`config.mk`:
```
export PLATFORM = sky130hd
export DESIGN_NAME = mul_cascade_sequencer
export DESIGN_NICKNAME = d
export VERILOG_FILES = /design/src/rtl/mul_seq_pkg.sv /design/src/rtl/mul_pp_column_mux.sv /design/src/rtl/mul_cascade_sequencer.sv
export SDC_FILE = /design/constraint.sdc
export NUM_CORES = 1
export LEC_CHECK = 0
export CAP_MARGIN = 10
export CORE_ASPECT_RATIO = 1.25
export CORE_UTILIZATION = 60
export CTS_BUF_LIST = sky130_fd_sc_hd__clkbuf_2
export DETAILED_ROUTE_END_ITERATION = 8
export GPL_TIMING_DRIVEN = 0
export PLACE_DENSITY = 0.83
export SYNTH_ARGS = -nofsm -noshare
export SYNTH_HDL_FRONTEND = slang
export SYNTH_SLANG_ARGS = --single-unit
```
`constraint.sdc`:
```
create_clock -name clk -period 9.6 [get_ports clk]
set_input_delay 1.44 -clock clk [delete_from_list [all_inputs] [get_ports clk]]
set_output_delay 1.44 -clock clk [all_outputs]
set_load 0.05 [all_outputs]
```
`src/rtl/mul_seq_pkg.sv`:
```
// Shared constants, FSM state type and column-geometry helpers for the
// partial-product cascade sequencer.
package mul_seq_pkg;

  localparam int N_DEF = 17;
  localparam int COLS  = 2 * N_DEF - 1;
  localparam int RES_W = 2 * N_DEF;

  typedef enum logic [1:0] {
    IDLE = 2'd0,
    LOAD = 2'd1,
    CAPT = 2'd2,
    DONE = 2'd3
  } seq_state_e;

  // Number of partial-product bits in column k of an n x n multiply.
  function automatic int col_height(input int k, input int n);
    return ((k + 1) < (2 * n - 1 - k)) ? (k + 1) : (2 * n - 1 - k);
  endfunction

  // Lowest multiplicand index i that contributes to column k.
  function automatic int col_first_i(input int k, input int n);
    return ((k - n + 1) > 0) ? (k - n + 1) : 0;
  endfunction

endpackage

```
`src/rtl/mul_pp_column_mux.sv`:
```
// Combinational selector: on each LOAD cycle picks the partial-product bit
// a[i]&b[j] that every column shift register receives.
module mul_pp_column_mux
  import mul_seq_pkg::*;
#(
  parameter int N     = N_DEF,
  parameter int CNT_W = $clog2(N)
) (
  input  logic [N-1:0]     a,
  input  logic [N-1:0]     b,
  input  logic [CNT_W-1:0] cnt,
  input  logic             load_en,
  output logic [2*N-2:0]   src_bits
);

  genvar k, e;
  generate
    for (k = 0; k < 2 * N - 1; k++) begin : g_col
      localparam int H     = col_height(k, N);
      localparam int START = N - H;
      localparam int FI    = col_first_i(k, N);

      logic [H-1:0] term_s;

      // Short columns start late so every column finishes on the last LOAD cycle.
      for (e = 0; e < H; e++) begin : g_elem
        assign term_s[e] = load_en && (cnt == CNT_W'(START + e))
                           && a[FI + e] && b[k - FI - e];
      end

      assign src_bits[k] = |term_s;
    end
  endgenerate

endmodule

```
`src/rtl/mul_cascade_sequencer.sv`:
```
// Job sequencer: accepts an operand pair, streams partial products into the
// column shift registers, captures the compressor result and checks it.
module mul_cascade_sequencer
  import mul_seq_pkg::*;
#(
  parameter int N     = N_DEF,
  parameter int CHECK = 1
) (
  input  logic             clk,
  input  logic             rst,
  input  logic             in_valid,
  output logic             in_ready,
  input  logic [N-1:0]     in_a,
  input  logic [N-1:0]     in_b,
  output logic [2*N-2:0]   src_bits,
  input  logic [2*N-1:0]   dst_bits,
  output logic             out_valid,
  input  logic             out_ready,
  output logic [2*N-1:0]   product,
  output logic             mismatch,
  output logic             err_sticky
);

  localparam int CNT_W = $clog2(N);
  localparam int P_W   = 2 * N;
  localparam logic [CNT_W-1:0] CNT_LAST = CNT_W'(N - 1);

  seq_state_e       state_r;
  seq_state_e       state_nxt_s;
  logic [CNT_W-1:0] cnt_r;
  logic [CNT_W-1:0] cnt_nxt_s;
  logic [N-1:0]     a_r;
  logic [N-1:0]     b_r;
  logic [P_W-1:0]   product_r;
  logic             mismatch_r;
  logic             err_sticky_r;
  logic             accept_s;
  logic             capture_s;
  logic [P_W-1:0]   ref_s;
  logic             mismatch_s;

  // Next-state and counter logic for the IDLE/LOAD/CAPT/DONE sequence.
  always_comb begin
    state_nxt_s = state_r;
    cnt_nxt_s   = cnt_r;
    accept_s    = 1'b0;
    capture_s   = 1'b0;
    case (state_r)
      IDLE: begin
        if (in_valid) begin
          accept_s    = 1'b1;
          cnt_nxt_s   = {CNT_W{1'b0}};
          state_nxt_s = LOAD;
        end else begin
          state_nxt_s = IDLE;
        end
      end
      LOAD: begin
        if (cnt_r == CNT_LAST) begin
          cnt_nxt_s   = {CNT_W{1'b0}};
          state_nxt_s = CAPT;
        end else begin
          cnt_nxt_s   = cnt_r + CNT_W'(1);
        end
      end
      CAPT: begin
        capture_s   = 1'b1;
        state_nxt_s = DONE;
      end
      DONE: begin
        if (out_ready) begin
          state_nxt_s = IDLE;
        end else begin
          state_nxt_s = DONE;
        end
      end
      default: begin
        state_nxt_s = IDLE;
        cnt_nxt_s   = {CNT_W{1'b0}};
      end
    endcase
  end

  // State and load counter registers.
  always_ff @(posedge clk or posedge rst) begin
    if (rst) begin
      state_r <= IDLE;
      cnt_r   <= {CNT_W{1'b0}};
    end else begin
      state_r <= state_nxt_s;
      cnt_r   <= cnt_nxt_s;
    end
  end

  // Operand registers, loaded only on the accept handshake.
  always_ff @(posedge clk or posedge rst) begin
    if (rst) begin
      a_r <= {N{1'b0}};
      b_r <= {N{1'b0}};
    end else if (accept_s) begin
      a_r <= in_a;
      b_r <= in_b;
    end
  end

  assign ref_s      = {{N{1'b0}}, a_r} * {{N{1'b0}}, b_r};
  assign mismatch_s = (CHECK != 0) && (dst_bits != ref_s);

  // Result capture at the end of CAPT; held through DONE.
  always_ff @(posedge clk or posedge rst) begin
    if (rst) begin
      product_r    <= {P_W{1'b0}};
      mismatch_r   <= 1'b0;
      err_sticky_r <= 1'b0;
    end else if (capture_s) begin
      product_r    <= dst_bits;
      mismatch_r   <= mismatch_s;
      err_sticky_r <= err_sticky_r | mismatch_s;
    end
  end

  mul_pp_column_mux #(
    .N     (N),
    .CNT_W (CNT_W)
  ) u_column_mux (
    .a        (a_r),
    .b        (b_r),
    .cnt      (cnt_r),
    .load_en  (state_r == LOAD),
    .src_bits (src_bits)
  );

  assign in_ready   = (state_r == IDLE);
  assign out_valid  = (state_r == DONE);
  assign product    = product_r;
  assign mismatch   = mismatch_r;
  assign err_sticky = err_sticky_r;

endmodule
```
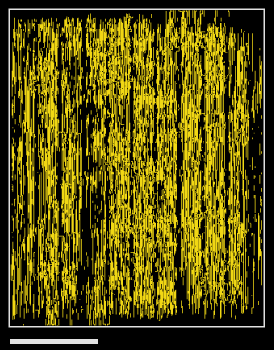
Figure 1: run 1, met2 routing.
The bar under the picture is 50 um long.
main direction: vertical
longest straight run: 84.3 um
wire length on this layer: 25.6 mm

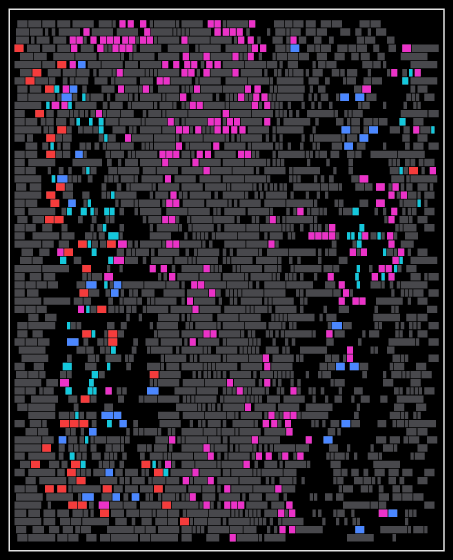
Figure 2: run 1, logic cells by family.
[XOR/XNOR gates] red | cells: 45 | most used: xor2_1
[AND-OR and OR-AND gates] blue | cells: 34 | most used: a22o_1 | where: widely spread
[NOR gates] cyan | cells: 64 | most used: nor2_1
[AND and OR gates] magenta | cells: 207 | most used: and2_1
Top cell excl fill/tap: nand2_1
final std cells w/o fill: 2258

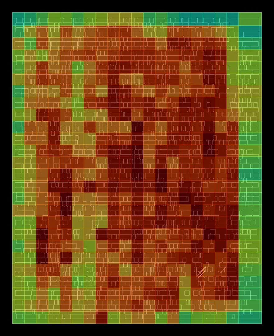
Figure 3: run 1, routing congestion map.
GRT met3 Usage: 0.0991
busiest metal layer after global routing: met2

==> GITHUB_STEP_SUMMARY, run 1 <==
## Synthesis and layout report

| Metric | Value |
|---|---|
| Startpoint Class | flop |
| Worst path required time | 10.24 ns |
| Worst Setup End Kind | flop |
| FP Util | 0.617 |
| Most frequent cells after synthesis | 290 x nand2_1, 229 x inv_1, 224 x fa_1 |
| Registers | 77 |
| Endpoints failing hold | 0 |
| HP Class | reg -> reg |
| Crit. Startpoint | a_r[7]$_DFFE_PP0P_ |
| Comb. cell area | 0.0118 sq mm |
| GP Congestion | 1.00 |
| Number of remaining DRC errors | 10 |
| Status | finished, violations left |
| Number of synthesis warnings | 0 |
| Hold_sp | err_sticky$_DFFE_PP0P_ |
| Syn_nets | 2175 |
| Post-CTS Resized | 0 |
| Yosys chip area | 0.0152 sq mm |
| Clock root cell | clkbuf_2 |
| Xor/xnor share of the synthesized area | 0.0259 |
| Final setup viols | 0 |
| Clock-cell share of area | 0.00662 |
| Least-Margin Pin Slew | 0.860 ns |
| Crit-path max cell delay | 0.70 ns |
| Diodes inserted | 3 |
| Via Count | 14400 |
| Count leader, synth | nand2_1 |
| RSZ-0062 raised after global routing | no |
| Failing checks | DRC |
| Post-synth ARST share | 1.00 |
| Vias in the first global route | 15100 |
| Total Wirelength | 54100 um |
| Hold Buf Count CTS | 0 |
| Tapcell Cnt | 330 |
| Storage cell area | 0.00193 sq mm |
| Flop share of the area | 0.112 |
run 1: per-stage QoR:
stage | utilization | setup slack [ns] | area (sq um)
after global routing | 0.697 | 1.19 | 17200
after global placement | 0.691 | 1.54 | 17100
after CTS | 0.697 | 1.57 | 17200
after floorplan | - | 3.25 | 15200
final | 0.697 | 1.31 | 17200
after detailed placement | 0.693 | 1.63 | 17100
run 1: per-layer routing:
| metal | share of wire | vias up | wire length [um] |
|---|---|---|---|
| li1 | - | 6117 | - |
| met1 | 0.34 | 6972 | 18500 |
| met2 | 0.47 | 996 | 25600 |
| met3 | 0.095 | 302 | 5120 |
| met4 | 0.091 | 0 | 4900 |
| met5 | 0 | - | 0 |
run 1: kinds of logic after synthesis:
family          Yosys count
xor+xnor                 45
flops                    77
compound gates          246
buf+inv                 385
simple gates            633
mux                      43
fa+ha+maj               337
==> inputs of run 2 (changes only) <==
Settings changed: CORE_MARGIN set to 1.
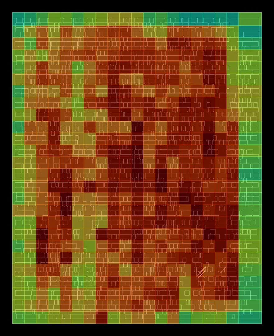
Figure 4: run 2, routing congestion map.
global routing usage on met1: 0.502
total track usage: 0.439
global-route met2 utilization: 0.702

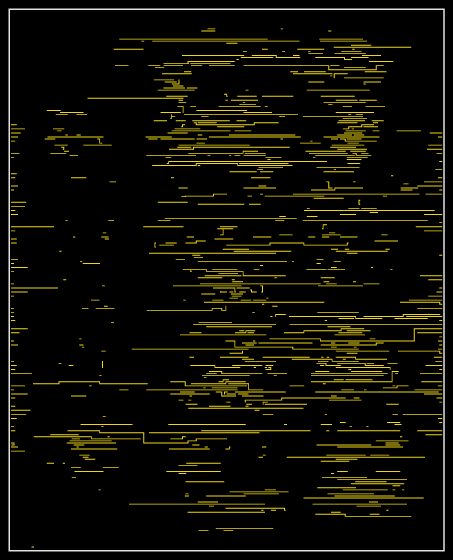
Figure 5: run 2, signal wires on met3.
share of all routed wire: 9.5%
wire length on this layer: 5120 um
longest straight run: 52.7 um
Total Wirelength: 54100 um
Via Count: 14400

==> GITHUB_STEP_SUMMARY, run 2 <==
## Synthesis and layout report

| Metric | Value |
|---|---|
| Busiest metal layer after global routing | met2 |
| Top cell excl fill/tap | nand2_1 |
| Worst path required time | 10.24 ns (about the same) |
| Most frequent cells after synthesis | 290 x nand2_1, 229 x inv_1, 224 x fa_1 |
| Diodes inserted | 3 (unchanged) |
| Crit-path max cell delay | 0.70 ns (about the same) |
| Number of remaining DRC errors | 10 (unchanged) |
| Status | finished, violations left |
| Endpoints failing hold | 0 (unchanged) |
| HP Class | reg -> reg |
| Registers | 77 (unchanged) |
| Startpoint Class | flop |
| Final setup viols | 0 (unchanged) |
| Yosys chip area | 0.0152 sq mm (unchanged) |
| PnR worst setup slack | 1.31 ns (unchanged) |
| Final instance area | 0.0172 sq mm (unchanged) |
| Least-Margin Pin Slew | 0.860 ns (unchanged) |
| Storage cell area | 0.00193 sq mm (unchanged) |
| Number of synthesis warnings | 0 (unchanged) |
| Final core occ | 0.697 (unchanged) |
| Flop share of the area | 0.112 (unchanged) |
| Clock root cell | clkbuf_2 |
| Vias in the first global route | 15100 (unchanged) |
| Placed inst area | 0.0171 sq mm (unchanged) |
| Pre-CTS WS | 1.63 ns (unchanged) |
| Final std cells w/o fill | 2258 (unchanged) |
| GP Congestion | 1.00 (unchanged) |
| Clock-cell share of area | 0.00662 (unchanged) |
| Tapcell Cnt | 330 (unchanged) |
| Comb. cell area | 0.0118 sq mm (unchanged) |
| Failing checks | DRC |
| GRT met3 Usage | 0.0991 (unchanged) |
==> run 2: kinds of logic (layout without fill, tap and decap cells) <==
kind of cell / Yosys count / after routing / share of synthesized area
fa+ha+maj: 337 / 337 / 0.388
buf+inv: 385 / 544 / 0.0966
simple gates: 633 / 633 / 0.205
compound gates: 246 / 246 / 0.127
mux: 43 / 43 / 0.0312
xor+xnor: 45 / 45 / 0.0259
flops: 77 / 77 / 0.127
other cells: 0 / 3 / 0
==> run 2: layer usage <==
layer	vias to the layer above	routed length, um
li1	6117	-
met1	6972	18500
met2	996	25600
met3	302	5120
met4	0	4900
met5	-	0
